**Run 1: signal wires on met1**

Drawn at 3 px/um. Supply wires on this layer in gray.
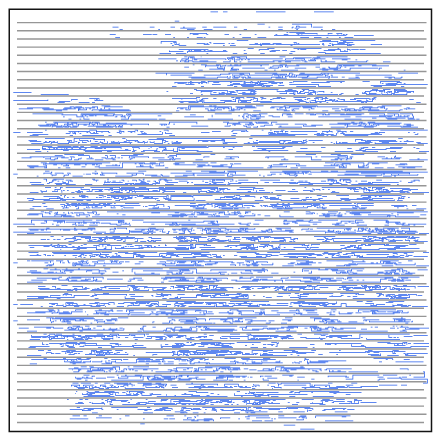
**Run 1: M2 wires**

Drawn at 2 px/um. Cells faint in the background.
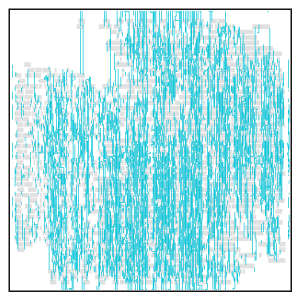
**Run 1: the metal 3 layer**

Drawn at 3 px/um.
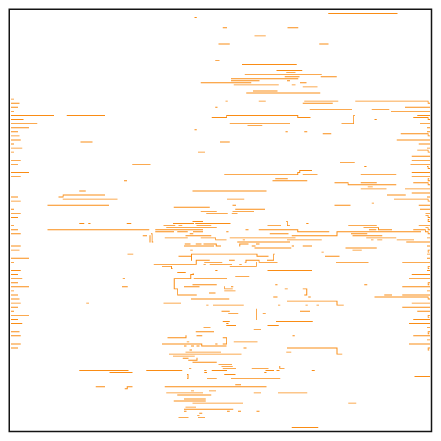
**Run 1: M4 wires**

Drawn at 3 px/um. Supply wires on this layer in gray.
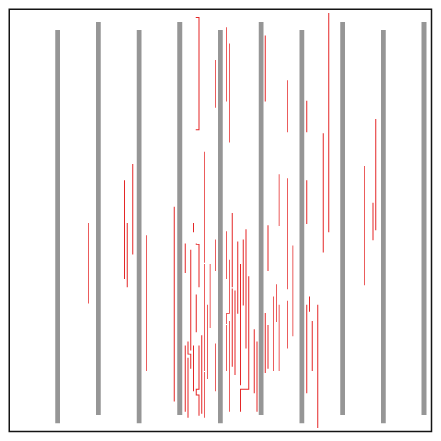
[src/rtl/ex_ls_pkg.sv]
// Shared types and encodings for the load/store execution unit.
// Holds operand types, funct3 encodings, FSM states and the byte-count helper.
package ex_ls_pkg;

    localparam int REGTAG_W = 4;
    localparam int FUNCT3_W = 3;
    localparam int LS_OP_W  = 4;

    typedef logic [REGTAG_W-1:0] regtag_t;
    typedef logic [31:0]         word_t;
    typedef logic [31:0]         addr_t;
    typedef logic [4:0]          regaddr_t;
    typedef logic [FUNCT3_W-1:0] funct3_t;

    localparam funct3_t F3_B  = 3'b000;
    localparam funct3_t F3_H  = 3'b001;
    localparam funct3_t F3_W  = 3'b010;
    localparam funct3_t F3_BU = 3'b100;
    localparam funct3_t F3_HU = 3'b101;

    typedef enum logic [2:0] {
        ST_IDLE = 3'd0,
        ST_ARB  = 3'd1,
        ST_XFER = 3'd2,
        ST_CAPT = 3'd3,
        ST_WB   = 3'd4
    } ls_state_t;

    // Index of the final byte of an access (N-1); reserved size code treated as word.
    function automatic logic [1:0] last_index(input funct3_t f3);
        logic [1:0] idx;
        case (f3[1:0])
            2'b00:   idx = 2'd0;
            2'b01:   idx = 2'd1;
            default: idx = 2'd3;
        endcase
        return idx;
    endfunction

endpackage

[src/rtl/ex_ls_extend.sv]
// Load result extension: sign-extends B/H, zero-extends BU/HU, passes W through.
module ex_ls_extend
    import ex_ls_pkg::*;
(
    input  word_t   raw,
    input  funct3_t funct3,
    output word_t   ext
);

    // Select extension by access type
    always_comb begin
        ext = raw;
        case (funct3)
            F3_B:    ext = {{24{raw[7]}}, raw[7:0]};
            F3_H:    ext = {{16{raw[15]}}, raw[15:0]};
            F3_BU:   ext = {24'd0, raw[7:0]};
            F3_HU:   ext = {16'd0, raw[15:0]};
            F3_W:    ext = raw;
            default: ext = raw;
        endcase
    end

endmodule

[src/rtl/ex_ls.sv]
// Load/store unit: serialises one memory op into byte transfers on a shared
// byte-wide port and broadcasts load results on the third writeback slot.
module ex_ls
    import ex_ls_pkg::*;
#(
    parameter int TAG_W = REGTAG_W
) (
    input  logic               clk,
    input  logic               rst,
    input  logic               rdy,
    input  logic               ls_en_in,
    input  logic [LS_OP_W-1:0] ls_op_in,
    input  word_t              ls_base_in,
    input  word_t              ls_offset_in,
    input  word_t              ls_data_in,
    input  logic [TAG_W-1:0]   ls_tagw_in,
    input  regaddr_t           ls_target_in,
    output logic               busy_out,
    output logic               mem_req_out,
    input  logic               mem_gnt_in,
    output addr_t              mem_addr_out,
    output logic               mem_wr_out,
    output logic [7:0]         mem_dout,
    input  logic [7:0]         mem_din,
    output logic               wb_en_out,
    output regaddr_t           wb_target_out,
    output word_t              wb_data_out,
    output logic [TAG_W-1:0]   wb_tag_out
);

    ls_state_t        state_r;
    ls_state_t        state_nx_s;
    logic             is_store_r;
    funct3_t          funct3_r;
    addr_t            addr_r;
    word_t            data_r;
    logic [TAG_W-1:0] tag_r;
    regaddr_t         target_r;
    logic [1:0]       k_r;
    logic [1:0]       last_k_r;
    word_t            result_r;
    logic             cap_pend_r;
    logic [1:0]       cap_idx_r;

    logic             accept_s;
    logic             issue_s;
    logic             last_s;
    logic [7:0]       byte_k_s;
    word_t            ext_s;

    assign accept_s = (state_r == ST_IDLE) && ls_en_in && rdy;
    // A byte counts as issued only when the cycle is active and the bus is ours.
    assign issue_s  = (state_r == ST_XFER) && rdy && mem_gnt_in;
    assign last_s   = (k_r == last_k_r);

    ex_ls_extend u_extend (
        .raw    (result_r),
        .funct3 (funct3_r),
        .ext    (ext_s)
    );

    // State register
    always_ff @(posedge clk or negedge rst) begin
        if (!rst) begin
            state_r <= ST_IDLE;
        end else begin
            state_r <= state_nx_s;
        end
    end

    // Operand latch at accept
    always_ff @(posedge clk or negedge rst) begin
        if (!rst) begin
            is_store_r <= 1'b0;
            funct3_r   <= 3'd0;
            addr_r     <= 32'd0;
            data_r     <= 32'd0;
            tag_r      <= '0;
            target_r   <= 5'd0;
            last_k_r   <= 2'd0;
        end else if (accept_s) begin
            is_store_r <= ls_op_in[3];
            funct3_r   <= ls_op_in[2:0];
            addr_r     <= ls_base_in + ls_offset_in;
            data_r     <= ls_data_in;
            tag_r      <= ls_tagw_in;
            target_r   <= ls_target_in;
            last_k_r   <= last_index(ls_op_in[2:0]);
        end
    end

    // Byte index and read capture; a pending capture completes even while rdy is low
    always_ff @(posedge clk or negedge rst) begin
        if (!rst) begin
            k_r        <= 2'd0;
            cap_pend_r <= 1'b0;
            cap_idx_r  <= 2'd0;
            result_r   <= 32'd0;
        end else begin
            if (accept_s) begin
                k_r <= 2'd0;
            end else if (issue_s) begin
                k_r <= k_r + 2'd1;
            end
            cap_pend_r <= issue_s && !is_store_r;
            if (issue_s) begin
                cap_idx_r <= k_r;
            end
            if (accept_s) begin
                result_r <= 32'd0;
            end else if (cap_pend_r) begin
                case (cap_idx_r)
                    2'd0:    result_r[7:0]   <= mem_din;
                    2'd1:    result_r[15:8]  <= mem_din;
                    2'd2:    result_r[23:16] <= mem_din;
                    default: result_r[31:24] <= mem_din;
                endcase
            end
        end
    end

    // Little-endian store byte selection
    always_comb begin
        byte_k_s = 8'd0;
        case (k_r)
            2'd0:    byte_k_s = data_r[7:0];
            2'd1:    byte_k_s = data_r[15:8];
            2'd2:    byte_k_s = data_r[23:16];
            default: byte_k_s = data_r[31:24];
        endcase
    end

    // Next-state and output decode
    always_comb begin
        state_nx_s    = state_r;
        busy_out      = 1'b0;
        mem_req_out   = 1'b0;
        mem_addr_out  = 32'd0;
        mem_wr_out    = 1'b0;
        mem_dout      = 8'd0;
        wb_en_out     = 1'b0;
        wb_target_out = 5'd0;
        wb_data_out   = 32'd0;
        wb_tag_out    = '0;
        case (state_r)
            ST_IDLE: begin
                if (accept_s) begin
                    state_nx_s = ST_ARB;
                end else begin
                    state_nx_s = ST_IDLE;
                end
            end
            ST_ARB: begin
                busy_out    = 1'b1;
                mem_req_out = 1'b1;
                if (rdy && mem_gnt_in) begin
                    state_nx_s = ST_XFER;
                end else begin
                    state_nx_s = ST_ARB;
                end
            end
            ST_XFER: begin
                busy_out     = 1'b1;
                mem_req_out  = 1'b1;
                mem_addr_out = addr_r + {30'd0, k_r};
                mem_wr_out   = issue_s && is_store_r;
                if (is_store_r) begin
                    mem_dout = byte_k_s;
                end else begin
                    mem_dout = 8'd0;
                end
                if (issue_s && last_s) begin
                    if (is_store_r) begin
                        state_nx_s = ST_IDLE;
                    end else begin
                        state_nx_s = ST_CAPT;
                    end
                end else begin
                    state_nx_s = ST_XFER;
                end
            end
            ST_CAPT: begin
                busy_out = 1'b1;
                if (rdy) begin
                    state_nx_s = ST_WB;
                end else begin
                    state_nx_s = ST_CAPT;
                end
            end
            ST_WB: begin
                busy_out      = 1'b1;
                // x0 loads still occupy WB but never release a tag
                wb_en_out     = rdy && (target_r != 5'd0);
                wb_target_out = target_r;
                wb_data_out   = ext_s;
                wb_tag_out    = tag_r;
                if (rdy) begin
                    state_nx_s = ST_IDLE;
                end else begin
                    state_nx_s = ST_WB;
                end
            end
            default: begin
                state_nx_s = ST_IDLE;
            end
        endcase
    end

endmodule

[config.mk]
export PLATFORM = sky130hd
export DESIGN_NAME = ex_ls
export DESIGN_NICKNAME = d
export VERILOG_FILES = /design/src/rtl/ex_ls_pkg.sv /design/src/rtl/ex_ls_extend.sv /design/src/rtl/ex_ls.sv
export SDC_FILE = /design/constraint.sdc
export NUM_CORES = 1
export LEC_CHECK = 0
export ABC_AREA = 1
export CAP_MARGIN = 20
export CORE_MARGIN = 2
export CORE_UTILIZATION = 46
export DETAILED_ROUTE_END_ITERATION = 8
export GPL_ROUTABILITY_DRIVEN = 0
export PLACE_DENSITY = 0.78
export RECOVER_POWER = 50
export SLEW_MARGIN = 10
export SYNTH_ARGS = -nofsm -noshare
export SYNTH_HDL_FRONTEND = slang
export SYNTH_SLANG_ARGS = --single-unit
[constraint.sdc]
create_clock -name clk -period 2.2 [get_ports clk]
set_input_delay 0.44 -clock clk [delete_from_list [all_inputs] [get_ports clk]]
set_output_delay 0.44 -clock clk [all_outputs]
set_load 0.005 [all_outputs]
==> job_summary.md, run 1 <==
## PnR job results

| Metric | Value |
|---|---|
| Largest family of logic cells by area | `simple AND/OR/NAND/NOR gates` |
| Dominant cell area share | `a little over a third` |
| # setup viols final | `~87` |
| DP Worst Slack | `-519 ps` |
| IO Pins | `a little over 200` |
| Tool Warnings | `31` |
| Status | `complete, but fails checks` |
| # rows | `between 40 and 50` |
| Tmin final | `2940 ps` |
| Met2 wire len | `approximately 15000 um` |
| Setup WS post-layout | `-742 ps` |
| P_clk | `between 3 and 4 mW` |
| Violated checks | `setup timing` |
| Mean routed wirelength per cell | `15.9 um` |
| Antenna Cells | `0` |
| Maximum clock path buffer count | `2` |
| Design area | `between 10000 and 15000 sq um` |
| EDFF count, synth | `0` |
| Leak | `a little under 7 nW` |
| Flop count | `approximately 120` |
| Dpl cells | `about 1900` |
| Fin util | `72.7%` |
| Slew HR | `between 20% and 30%` |
Back to the opening pictures, 'signal wires on met1':
nets with wire on the layer: 1725
share of all routed wire: 38%
final WL: 30900 um
GR Util met1: 35.2%
via count: 10278

Back to the opening pictures, 'M2 wires':
main direction: vertical
nets with wire on the layer: 1554
wire length on this layer: 15400 um

Back to the opening pictures, 'the metal 3 layer':
wire length on this layer: 2060 um
nets with wire on the layer: 273
longest straight run: 33.6 um
share of all routed wire: 6.7%
met3 Resource Use GR: 5.54%

Back to the opening pictures, 'M4 wires':
main direction: vertical
wire length on this layer: 1620 um
share of all routed wire: 5.2%

==> run 1: cells by family (layout without fill, tap and decap cells) <==
kind of cell / count (synthesis) / count (layout)
xor+xnor: 27 / 27
simple gates: 772 / 772
buf+inv: 220 / 608
flops: 119 / 119
fa+ha+maj: 39 / 39
compound gates: 150 / 151
==> run 1: per-layer routing <==
| layer | track usage (%) | vias to the layer above |
|---|---|---|
| met4 | 15.5 | 0 |
| met2 | 50.8 | 515 |
| met5 | 0 | - |
| met3 | 5.54 | 133 |
| li1 | - | 4888 |
| met1 | 35.2 | 4742 |
==> run 1: repair_timing <==
item / CTS / global route
pin swaps: 51 / 37
cloned: 2 / 0
hold buffers: 1 / 0
buffers inserted: 27 / 13
endpoints found under the hold margin: 17 / 0
gates resized: 365 / 138
endpoints found under the setup margin: 85 / 76
==> run 2: changes to the inputs <==
CORE_UTILIZATION = 47   (was 46)
CTS_BUF_LIST = sky130_fd_sc_hd__clkbuf_8   (was unset)
PLACE_DENSITY = 0.79   (was 0.78)
**Run 2: M2 wires**

Drawn at 2 px/um. Cells faint in the background.
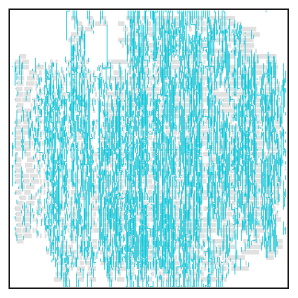
longest straight run: 51.0 um
wire length on this layer: 15900 um
main direction: vertical
share of all routed wire: 50%

**Run 2: cell placement**

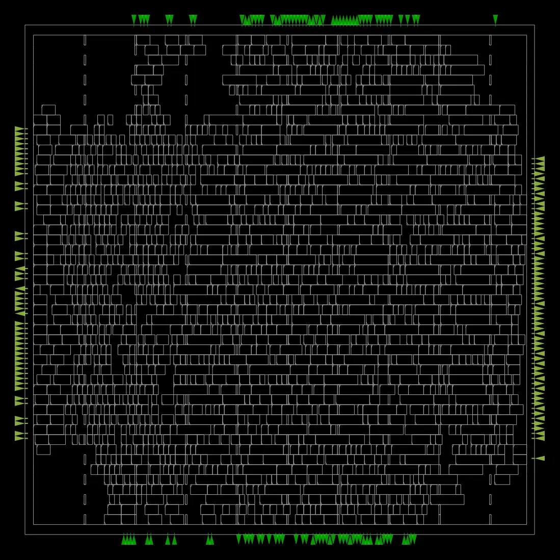
Finished Layout Cells: 1963
fill cell count: 1299
Core Footprint: 17900 sq um
n_taps: 229
# rows: 49

==> job_summary.md, run 2 <==
## PnR job results

| Metric | Value |
|---|---|
| Dpl cells | `1874 (was 1878)` |
| Met2 wire len | `15900 um (was 15400 um)` |
| Via count | `10538 (was 10278)` |
| Mean routed wirelength per cell | `16.4 um (was 15.9 um)` |
| # port buffers | `206 (unchanged)` |
| Hold endpoint | `cap_pend_r (was data_r[15])` |
| Initial drt markers | `881 (was 778)` |
| Setup WS post-layout | `-845 ps (was -742 ps)` |
| P_clk | `2.09 mW (was 3.04 mW)` |
| Design area | `13300 sq um (was 13100 sq um)` |
| Met3 Resource Use GR | `4.35% (was 5.54%)` |
| Die W | `139 um (was 140 um)` |
| Post-CTS resize count | `418 (was 365)` |
| GR Layer Usage met2 | `51.1% (was 50.8%)` |
| Remaining antenna violation count | `0 (unchanged)` |
| Antenna violations before repair | `0 (unchanged)` |
| Hold Crit Class | `reg -> reg (unchanged)` |
| Antenna Cells | `0 (unchanged)` |
| Tmin final | `3050 ps (was 2940 ps)` |
| WHS | `486 ps (was 485 ps)` |
| EDFF count, synth | `0 (unchanged)` |
| Leak | `6.92 nW (was 6.89 nW)` |
| Status | `complete, but fails checks (unchanged)` |
| Dominant cell area share | `34.9% (unchanged)` |
| Maximum clock path buffer count | `2 (unchanged)` |
| Fin util | `74.0% (was 72.7%)` |
| Gr usage total | `29.3% (was 29.5%)` |
| Non-CTS inverters | `185 (unchanged)` |
| Flop count | `119 (unchanged)` |
| CTS Hold Bufs | `1 (unchanged)` |
| Top cells by area | `dfrtp_1, nand2_1, inv_1 (unchanged)` |
| # setup viols final | `87 (unchanged)` |
| DP Worst Slack | `-540 ps (was -519 ps)` |
| Final WL | `32200 um (was 30900 um)` |
| Violated checks | `setup timing (unchanged)` |
| Most Crowded Layer GR | `met2 (unchanged)` |
**Run 2: M4 wires**

Drawn at 3 px/um. Supply wires on this layer in gray.
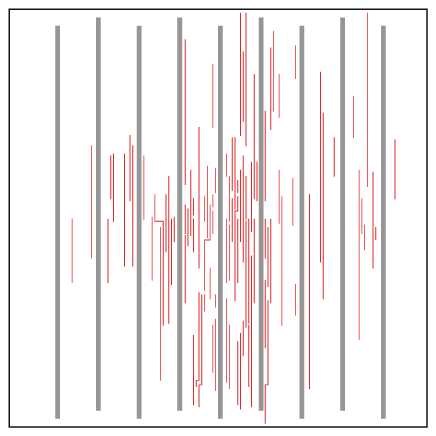
longest straight run: 64.6 um
main direction: vertical
nets with wire on the layer: 84
wire length on this layer: 2330 um
share of all routed wire: 7.2%

-- run 2: cell counts after synthesis --
Identical to the previous run, type by type.
-- run 2: worst max-delay path, stage by stage, from the launching register on --
cell and delay (ps):
dfrtp_1 430, ha_4 300, nand2_4 50, a21oi_4 160, nand2_2 100, inv_2 70
buf_6 120, nand2_8 60, inv_6 70, nand3_4 80, nand2_1 210, nor3b_4 290
buf_2 200
-- run 2: cells by family (layout without fill, tap and decap cells) --
group / count (synthesis) / after routing / synth area share (%)
and+or+nand+nor: 772 / 772 / 37.0
DFF: 119 / 119 / 34.9
xor gates and xnor gates: 27 / 27 / 2.77
buffers and inverters: 220 / 626 / 9.97
AOI/OAI and AO/OA: 150 / 151 / 9.50
adders and majority gates: 39 / 39 / 5.89
==> run 3: changes to the inputs <==
RECOVER_POWER = 100   (was 50)
**Run 3: M4 wires**

Drawn at 3 px/um. Supply wires on this layer in gray.
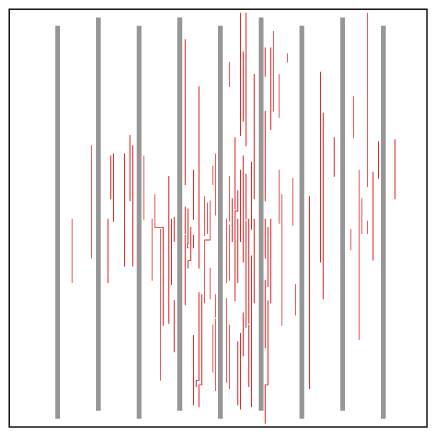
final WL: 32200 um
via count: 10523

**Run 3: cell placement**

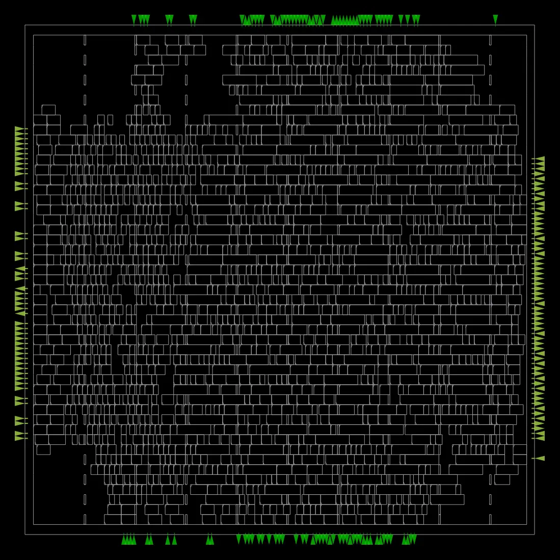
flop share of the area: 22.5%
fill cell count: 1305

==> job_summary.md, run 3 <==
## PnR job results

| Metric | Value |
|---|---|
| Dpl cells | `1874 (unchanged)` |
| DP Worst Slack | `-540 ps (unchanged)` |
| Finished Layout Cells | `1963 (unchanged)` |
| Crit-path max cell delay | `430 ps (about the same)` |
| Mux frac, synth | `0% (unchanged)` |
| Synth Area in Adders | `5.89% (unchanged)` |
| # rows | `49 (unchanged)` |
| Crit path buf inv count | `4 (unchanged)` |
| IO Pins | `207 (unchanged)` |
| Setup WS post-layout | `-839 ps (was -845 ps)` |
| Largest family of logic cells by area | `simple AND/OR/NAND/NOR gates (unchanged)` |
| Core Footprint | `17900 sq um (unchanged)` |
| Tool Warnings | `31 (unchanged)` |
| Simple Share, Synth | `37.0% (unchanged)` |
| # port buffers | `206 (unchanged)` |
| Initial drt markers | `880 (was 881)` |
| Gr usage total | `29.3% (unchanged)` |
| Hold endpoint | `cap_pend_r (unchanged)` |
| Post-CTS Setup Repair Bufs | `36 (unchanged)` |
| # setup viols final | `100 (was 87)` |
| Violated checks | `setup timing (unchanged)` |
| CP top delay family | `simple AND/OR/NAND/NOR gates (unchanged)` |
| WP depth | `12 (unchanged)` |
| Most Crowded Layer GR | `met2 (unchanged)` |
| Maximum clock path buffer count | `2 (unchanged)` |
| Mean routed wirelength per cell | `16.4 um (about the same)` |
| Cells along the critical path | `ha_4 > nand2_4 > a21oi_4 > nand2_2 > inv_2 > buf_6 > nand2_8 > inv_6 > nand3_4 > nand2_1 > nor3b_4 > buf_2 (unchanged)` |
| EDFF count, synth | `0 (unchanged)` |
| Status | `complete, but fails checks (unchanged)` |
| CTS Hold Bufs | `1 (unchanged)` |
| Antenna Cells | `0 (unchanged)` |
| WHS | `487 ps (was 486 ps)` |
| GR Layer Usage met2 | `51.1% (unchanged)` |
| P_clk | `2.09 mW (about the same)` |
| Remaining antenna violation count | `0 (unchanged)` |
| GR Util met1 | `34.9% (unchanged)` |
| Tmin final | `3040 ps (was 3050 ps)` |
| Hold Crit Class | `reg -> reg (unchanged)` |
**Run 3: the metal 3 layer**

Drawn at 3 px/um.
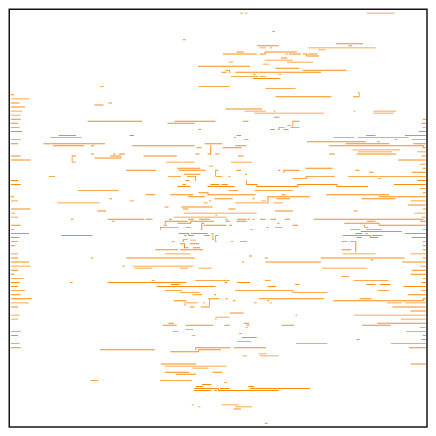
met3 Resource Use GR: 4.35%

[run 3: cell count changes in the layout (fill, tap and decap cells not counted)]
cell / delta
clkbuf_1: +1
buf_4: -4
inv_2: -1
buf_12: -1
clkbuf_4: +4
inv_1: +1
[run 3: area by class of cell]
| class | instances | area [sq um] |
|---|---|---|
| Multi-Input combinational cell | 989 | 5420 |
| Fill cell | 1305 | 4660 |
| Timing Repair Buffer | 409 | 3420 |
| Sequential cell | 119 | 2980 |
| Inverter | 185 | 722 |
| Tap cell | 229 | 287 |
| Clock buffer | 19 | 262 |
| Clock inverter | 13 | 148 |
[run 3: metal layers]
layer  part of all wire [%]  wire length [um]
met1                     36             11600
met2                     50             16000
met3                    7.1              2300
met4                    7.1              2290
met5                      0                 0
Power figures rest on the tool's default switching activity, not on a simulated workload.
